File: config.mk
export PLATFORM = sky130hd
export DESIGN_NAME = wide_cmp_seq
export DESIGN_NICKNAME = d
export VERILOG_FILES = /design/src/rtl/wide_cmp_seq_pkg.sv /design/src/rtl/wide_cmp_seq_cmp_n.sv /design/src/rtl/wide_cmp_seq.sv
export SDC_FILE = /design/constraint.sdc
export NUM_CORES = 1
export LEC_CHECK = 0
export CORE_MARGIN = 2
export CORE_UTILIZATION = 52
export CTS_BUF_LIST = sky130_fd_sc_hd__clkbuf_4 sky130_fd_sc_hd__clkbuf_8 sky130_fd_sc_hd__clkbuf_16
export DETAILED_ROUTE_END_ITERATION = 8
export GPL_TIMING_DRIVEN = 1
export PLACE_DENSITY = 0.8
export SLEW_MARGIN = 30
export SYNTH_ARGS = -nofsm -noshare
export SYNTH_HDL_FRONTEND = slang
export SYNTH_SLANG_ARGS = --single-unit
export TNS_END_PERCENT = 5
File: constraint.sdc
create_clock -name clk -period 8.26 [get_ports clk]
set_input_delay 1.652 -clock clk [delete_from_list [all_inputs] [get_ports clk]]
set_output_delay 1.652 -clock clk [all_outputs]
set_load 0.01 [all_outputs]
File: src/rtl/wide_cmp_seq_pkg.sv
// ---------------------------------------------------------------------------
// wide_cmp_seq_pkg
// Shared definitions for the wide sequential comparator.
//   ST_IDLE / ST_CMP / ST_DONE : state encoding of the sequencer FSM
//   clog2_min1()               : index width helper, never returns less than 1
// ---------------------------------------------------------------------------
package wide_cmp_seq_pkg;

  localparam logic [1:0] ST_IDLE = 2'd0;
  localparam logic [1:0] ST_CMP  = 2'd1;
  localparam logic [1:0] ST_DONE = 2'd2;

  // ceil(log2(v)), clamped to 1 so a K=1 build still has a 1-bit index.
  function automatic int clog2_min1(input int v);
    int r;
    r = 0;
    for (int i = 0; i < 32; i++) begin
      if ((1 << r) < v) r = r + 1;
    end
    if (r < 1) r = 1;
    return r;
  endfunction

endpackage

File: src/rtl/wide_cmp_seq_cmp_n.sv
// ---------------------------------------------------------------------------
// cmp_n
// Purely combinational N-bit unsigned magnitude comparator.
// Ports:
//   A, B  : N-bit unsigned operands
//   Go    : A > B
//   Eo    : A == B
//   Lo    : A < B
// Exactly one of Go/Eo/Lo is high for any input.
// ---------------------------------------------------------------------------
module cmp_n #(
  parameter int N = 8
) (
  input  logic [N-1:0] A,
  input  logic [N-1:0] B,
  output logic         Go,
  output logic         Eo,
  output logic         Lo
);

  assign Go = (A > B);
  assign Eo = (A == B);
  assign Lo = (A < B);

endmodule

File: src/rtl/wide_cmp_seq.sv
// ---------------------------------------------------------------------------
// wide_cmp_seq
// Compares two W = N*K bit operands by walking one shared N-bit comparator
// over the slices, most significant slice first, stopping at the first
// unequal slice.
//
// Optional build macro: WIDE_CMP_SIGNED_EN
//   defined   : operands are two's complement; the sign bit of the top slice
//               is inverted on both comparator inputs (offset-binary trick),
//               lower slices stay unsigned.
//   undefined : pure unsigned compare.
//
// Ports:
//   clk, rst_n           : clock, synchronous active-low reset
//   in_valid / in_ready  : operand handshake (A, B sampled on transfer)
//   A, B                 : W-bit operands
//   out_valid / out_ready: result handshake
//   Go / Eo / Lo         : registered A>B / A==B / A<B, meaningful while
//                          out_valid=1, held until the next decision or reset
//   busy                 : FSM is not in IDLE
//
// Handshake: a transfer happens on a rising edge where valid && ready are both
// high. in_ready is high only in IDLE (and never during reset); out_valid is
// high exactly in DONE. No operand is accepted in the cycle the result leaves.
// ---------------------------------------------------------------------------
module wide_cmp_seq
  import wide_cmp_seq_pkg::*;
#(
  parameter  int N = 8,
  parameter  int K = 4,
  localparam int W = N * K
) (
  input  logic         clk,
  input  logic         rst_n,
  input  logic         in_valid,
  output logic         in_ready,
  input  logic [W-1:0] A,
  input  logic [W-1:0] B,
  output logic         out_valid,
  input  logic         out_ready,
  output logic         Go,
  output logic         Eo,
  output logic         Lo,
  output logic         busy
);

  localparam int IW = clog2_min1(K);
  localparam logic [IW-1:0] IDX_TOP = IW'(K - 1);

  logic [1:0]    r_state;
  logic [1:0]    w_next_state;
  logic [IW-1:0] r_idx;
  logic [W-1:0]  r_a;
  logic [W-1:0]  r_b;
  logic          r_go;
  logic          r_eo;
  logic          r_lo;

  logic [N-1:0]  w_a_slice;
  logic [N-1:0]  w_b_slice;
  logic [N-1:0]  w_cmp_a;
  logic [N-1:0]  w_cmp_b;
  logic          w_go;
  logic          w_eo;
  logic          w_lo;
  logic          w_accept;
  logic          w_decide;

  // Slice select: shift the current slice down to bit 0 and keep N bits.
  assign w_a_slice = N'(r_a >> (N * int'(r_idx)));
  assign w_b_slice = N'(r_b >> (N * int'(r_idx)));

`ifdef WIDE_CMP_SIGNED_EN
  // Flipping the sign bit maps two's complement order onto unsigned order;
  // only the top slice carries a sign.
  always_comb begin
    w_cmp_a = w_a_slice;
    w_cmp_b = w_b_slice;
    if (r_idx == IDX_TOP) begin
      w_cmp_a[N-1] = ~w_a_slice[N-1];
      w_cmp_b[N-1] = ~w_b_slice[N-1];
    end
  end
`else
  assign w_cmp_a = w_a_slice;
  assign w_cmp_b = w_b_slice;
`endif

  cmp_n #(.N(N)) u_cmp (
    .A  (w_cmp_a),
    .B  (w_cmp_b),
    .Go (w_go),
    .Eo (w_eo),
    .Lo (w_lo)
  );

  assign w_accept = in_valid && in_ready;
  // A slice decides when it differs, or when the last slice is reached.
  assign w_decide = (r_state == ST_CMP) && (w_go || w_lo || (r_idx == '0));

  // State register
  always_ff @(posedge clk) begin
    if (!rst_n) r_state <= ST_IDLE;
    else        r_state <= w_next_state;
  end

  // Next-state logic
  always_comb begin
    w_next_state = r_state;
    case (r_state)
      ST_IDLE: if (w_accept)  w_next_state = ST_CMP;
      ST_CMP:  if (w_decide)  w_next_state = ST_DONE;
      ST_DONE: if (out_ready) w_next_state = ST_IDLE;
      default:                w_next_state = ST_IDLE;
    endcase
  end

  // Output logic
  always_comb begin
    in_ready  = (r_state == ST_IDLE) && rst_n;
    out_valid = (r_state == ST_DONE);
    busy      = (r_state != ST_IDLE);
  end

  assign Go = r_go;
  assign Eo = r_eo;
  assign Lo = r_lo;

  // Slice index and result flags
  always_ff @(posedge clk) begin
    if (!rst_n) begin
      r_idx <= IDX_TOP;
      r_go  <= 1'b0;
      r_eo  <= 1'b0;
      r_lo  <= 1'b0;
    end else if (w_accept) begin
      r_idx <= IDX_TOP;
    end else if (w_decide) begin
      // On a differing slice w_eo is 0; on the final equal slice Go/Lo are 0.
      r_go  <= w_go;
      r_eo  <= w_eo;
      r_lo  <= w_lo;
    end else if (r_state == ST_CMP) begin
      r_idx <= r_idx - 1'b1;
    end
  end

  // Operand latch; contents are irrelevant outside a compare, so no reset.
  always_ff @(posedge clk) begin
    if (w_accept) begin
      r_a <= A;
      r_b <= B;
    end
  end

endmodule

==> images/m1.png <==
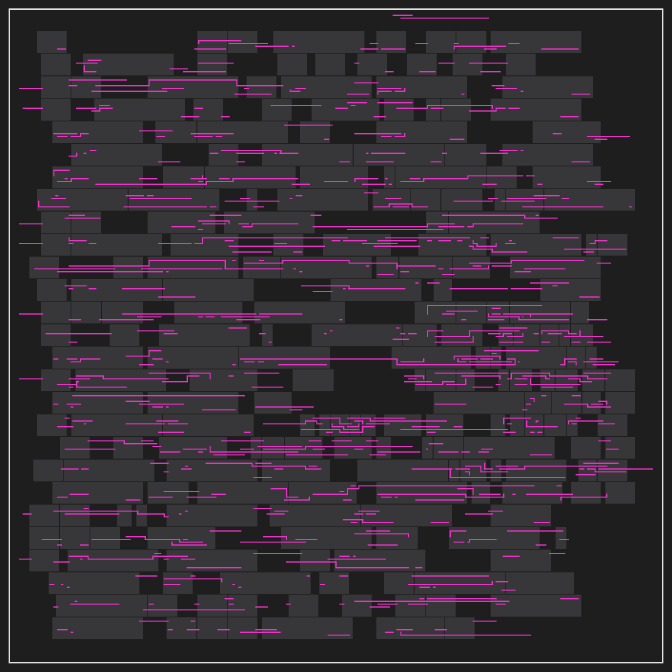
wire length on this layer: 1930 um
share of all routed wire: 38%
main direction: horizontal

==> images/m2.png <==
Bar = 20 um.
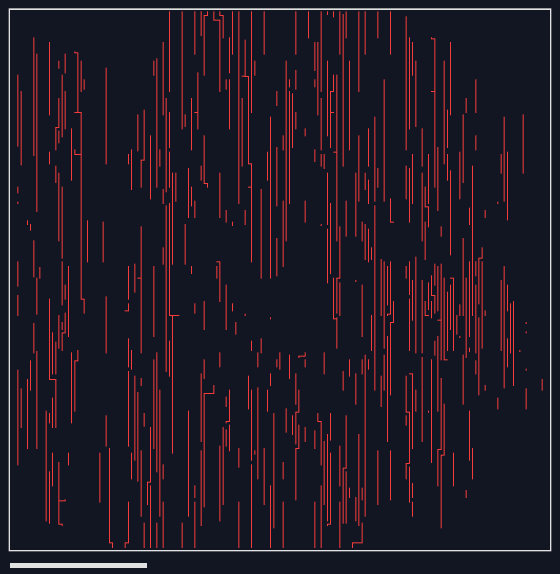
nets with wire on the layer: 282
longest straight run: 27.9 um
main direction: vertical
routed via count: 1624
met2 global-route usage: 0.316

==> images/m3.png <==
Bar = 20 um.
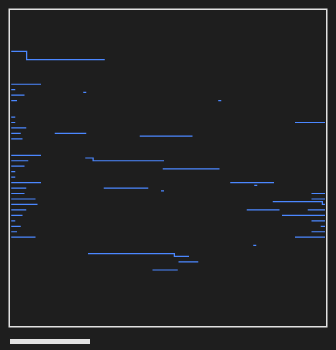
wire length on this layer: 279 um
longest straight run: 21.4 um
met3 track demand over resource: 0.0644
final wirelength: 5.03 mm

==> images/clock_nets.png <==
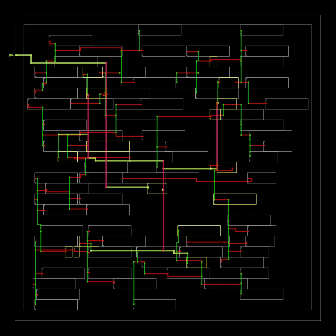
clock skew after layout: 0.00862 ns
clock latency at the later pin of the worst-skew pair: 0.34 ns
clk pwr: 323 uW

layer usage:
metal | part of all wire | up-vias | wire, um
li1 | - | 763 | -
met1 | 0.38 | 793 | 1930
met2 | 0.54 | 55 | 2720
met3 | 0.055 | 13 | 278
met4 | 0.020 | 0 | 103
met5 | 0 | - | 0
power by group through the flow:
stage,sequential [uW],clock [uW],combinational [uW]
detailed placement,423,0,68.5
CTS,415,328,68.8
floorplan,422,0,26.3
finish,415,323,68.0
global route,416,343,73.5
global placement,421,0,66.9
layout make-up:
type	instances	area share
clock inverter	7	0.0282
inverter	11	0.0105
tap	72	0.0228
multi-input combinational	66	0.196
sequential	71	0.523
timing repair buffer	75	0.189
clock buffer	9	0.0314
critical path, cell delays in order:
cell and delay, ns:
clkdlybuf4s50_1 0.63, and2_1 0.17, clkdlybuf4s50_1 0.52
worst max-delay path by stage:
stage,startpoint,end
after floorplan,rst_n,r_a[0]$_DFFE_PP_
after global placement,rst_n,in_ready
after detailed placement,rst_n,in_ready
after CTS,rst_n,in_ready
after global routing,rst_n,in_ready
final,rst_n,in_ready
flip-flops by register name, indices dropped and copies added, names as in the netlist:
| signal | cells |
|---|---|
| Go | 1 |
| r_a | 32 |
| Lo | 1 |
| Eo | 1 |
| r_b | 32 |
| r_state | 2 |
| r_idx | 2 |
cells in the final DEF (no fill, tap or decap), drive strengths merged, types with 2 or more instances in the layout:
cell type and n:
clkbuf 9, ha 9, clkdlybuf4s50 73, nor2 3, dfxtp 7, mux4 16
and2 2, and3 2, nand4 2, clkinv 3, bufinv 3, nand2 4
buf 2, a21oi 4, inv 11, o21ai 3, nand2b 2, edfxtp 64
nor2b 3
metrics by stage:
stage / std cells / power, uW
6_report: 311 / 806
5_1_grt: 311 / 833
4_1_cts: 311 / 811
3_5_place_dp: 295 / 491
3_3_place_gp: 295 / 488
2_1_floorplan: 153 / 448
logic make-up after synthesis:
family          after synthesis  synth area share
flops                        71             0.711
compound gates               16            0.0471
simple gates                 23            0.0492
mux                          17             0.128
buf+inv                      16            0.0229
xor+xnor                      1           0.00302
fa+ha+maj                     9            0.0388
==> flow_summary.html <==
<h2>Implementation results</h2>
<table>
<tr><th>Metric</th><th>Value</th></tr>
<tr><th colspan="2">Cells and area</th></tr>
<tr><td>ANT cells</td><td>0</td></tr>
<tr><td>Area used by sequential logic in the layout</td><td>around 2100 sq um</td></tr>
<tr><td>Growth of design area from synthesis to finish</td><td>36.1%</td></tr>
<tr><th colspan="2">Worst setup path</th></tr>
<tr><td>Type of element launching the critical path</td><td>input port</td></tr>
<tr><td>Cell depth of the worst flop-to-flop path</td><td>8</td></tr>
<tr><td>Path type of the worst setup path</td><td>input port to output pin</td></tr>
<tr><td>Data arrival time of the critical path</td><td>2.98 ns</td></tr>
<tr><td>Kind of end point of the critical path</td><td>output pin</td></tr>
<tr><th colspan="2">Pwr</th></tr>
<tr><td>Internal power</td><td>~650 uW</td></tr>
<tr><th colspan="2">Floorplan</th></tr>
<tr><td>Floorplan die area</td><td>between 6000 and 7000 sq um</td></tr>
<tr><td>Row Count</td><td>27</td></tr>
<tr><th colspan="2">Global routing</th></tr>
<tr><td>Antenna violations before repair</td><td>0</td></tr>
<tr><td>Met1 capacity usage during global routing</td><td>0.194</td></tr>
<tr><td>Largest net degree at the start of global routing</td><td>65</td></tr>
<tr><td>Global route total overflow</td><td>0</td></tr>
<tr><td>Number of global-route vias before repair</td><td>1829</td></tr>
<tr><th colspan="2">Clocking</th></tr>
<tr><td>CTS tree</td><td>yes</td></tr>
<tr><td>CTS Hold Buffers Added</td><td>0</td></tr>
<tr><td>CTS Root Buffer Type</td><td>clkbuf_8</td></tr>
<tr><th colspan="2">Placed design</th></tr>
<tr><td>Placement Cell Area</td><td>~3700 sq um</td></tr>
<tr><td>Detail Placement HPWL</td><td>between 3 and 4 mm</td></tr>
<tr><td>Number of buffers inserted by port buffering</td><td>around 73</td></tr>
<tr><th colspan="2">Synthesis</th></tr>
<tr><td>Synthesis warning total</td><td>0</td></tr>
<tr><td>Seq/Total Area, Yosys</td><td>0.711</td></tr>
<tr><td>Most instantiated flip-flop cell in the synthesis netlist</td><td>edfxtp_1</td></tr>
<tr><td>Most area-hungry cell type in the Yosys netlist</td><td>edfxtp_1</td></tr>
<tr><td>Syn_area_per_cell</td><td>between 15 and 20 sq um</td></tr>
<tr><td>Number of synthesized flops with an enable pin</td><td>about 64</td></tr>
<tr><td>Synthesized cell area</td><td>~2900 sq um</td></tr>
<tr><th colspan="2">STA</th></tr>
<tr><td>TNS Setup</td><td>0 ns</td></tr>
<tr><td>RSZ-0062 raised after global routing</td><td>false</td></tr>
<tr><td>Minimum hold slack</td><td>roughly 0.5 ns</td></tr>
<tr><td>Worst Setup Slack, final</td><td>roughly 3.6 ns</td></tr>
<tr><td>Headroom to the max-slew limit</td><td>0.449</td></tr>
<tr><td>Total count of hold-check failures in the final report</td><td>0</td></tr>
<tr><th colspan="2">Min path</th></tr>
<tr><td>Path class of the lowest-slack min-delay path</td><td>register to register</td></tr>
<tr><td>Hold path cells</td><td>2</td></tr>
<tr><td>Hold Path End</td><td>Go$_SDFFE_PN0P_</td></tr>
<tr><td>Launch point of the worst hold path</td><td>Go$_SDFFE_PN0P_</td></tr>
<tr><th colspan="2">Run</th></tr>
<tr><td>Reported max-cap violation count</td><td>0</td></tr>
<tr><th colspan="2">Route</th></tr>
<tr><td>Drt wl/cell</td><td>~16 um</td></tr>
<tr><td>Pre-antenna DRT Iters</td><td>4</td></tr>
<tr><td>Ratio of routed vias to standard cells</td><td>about 5.2</td></tr>
<tr><th colspan="2">Status</th></tr>
<tr><td>Result of the run</td><td>completed</td></tr>
</table>
Power and IR drop assume default switching activity.
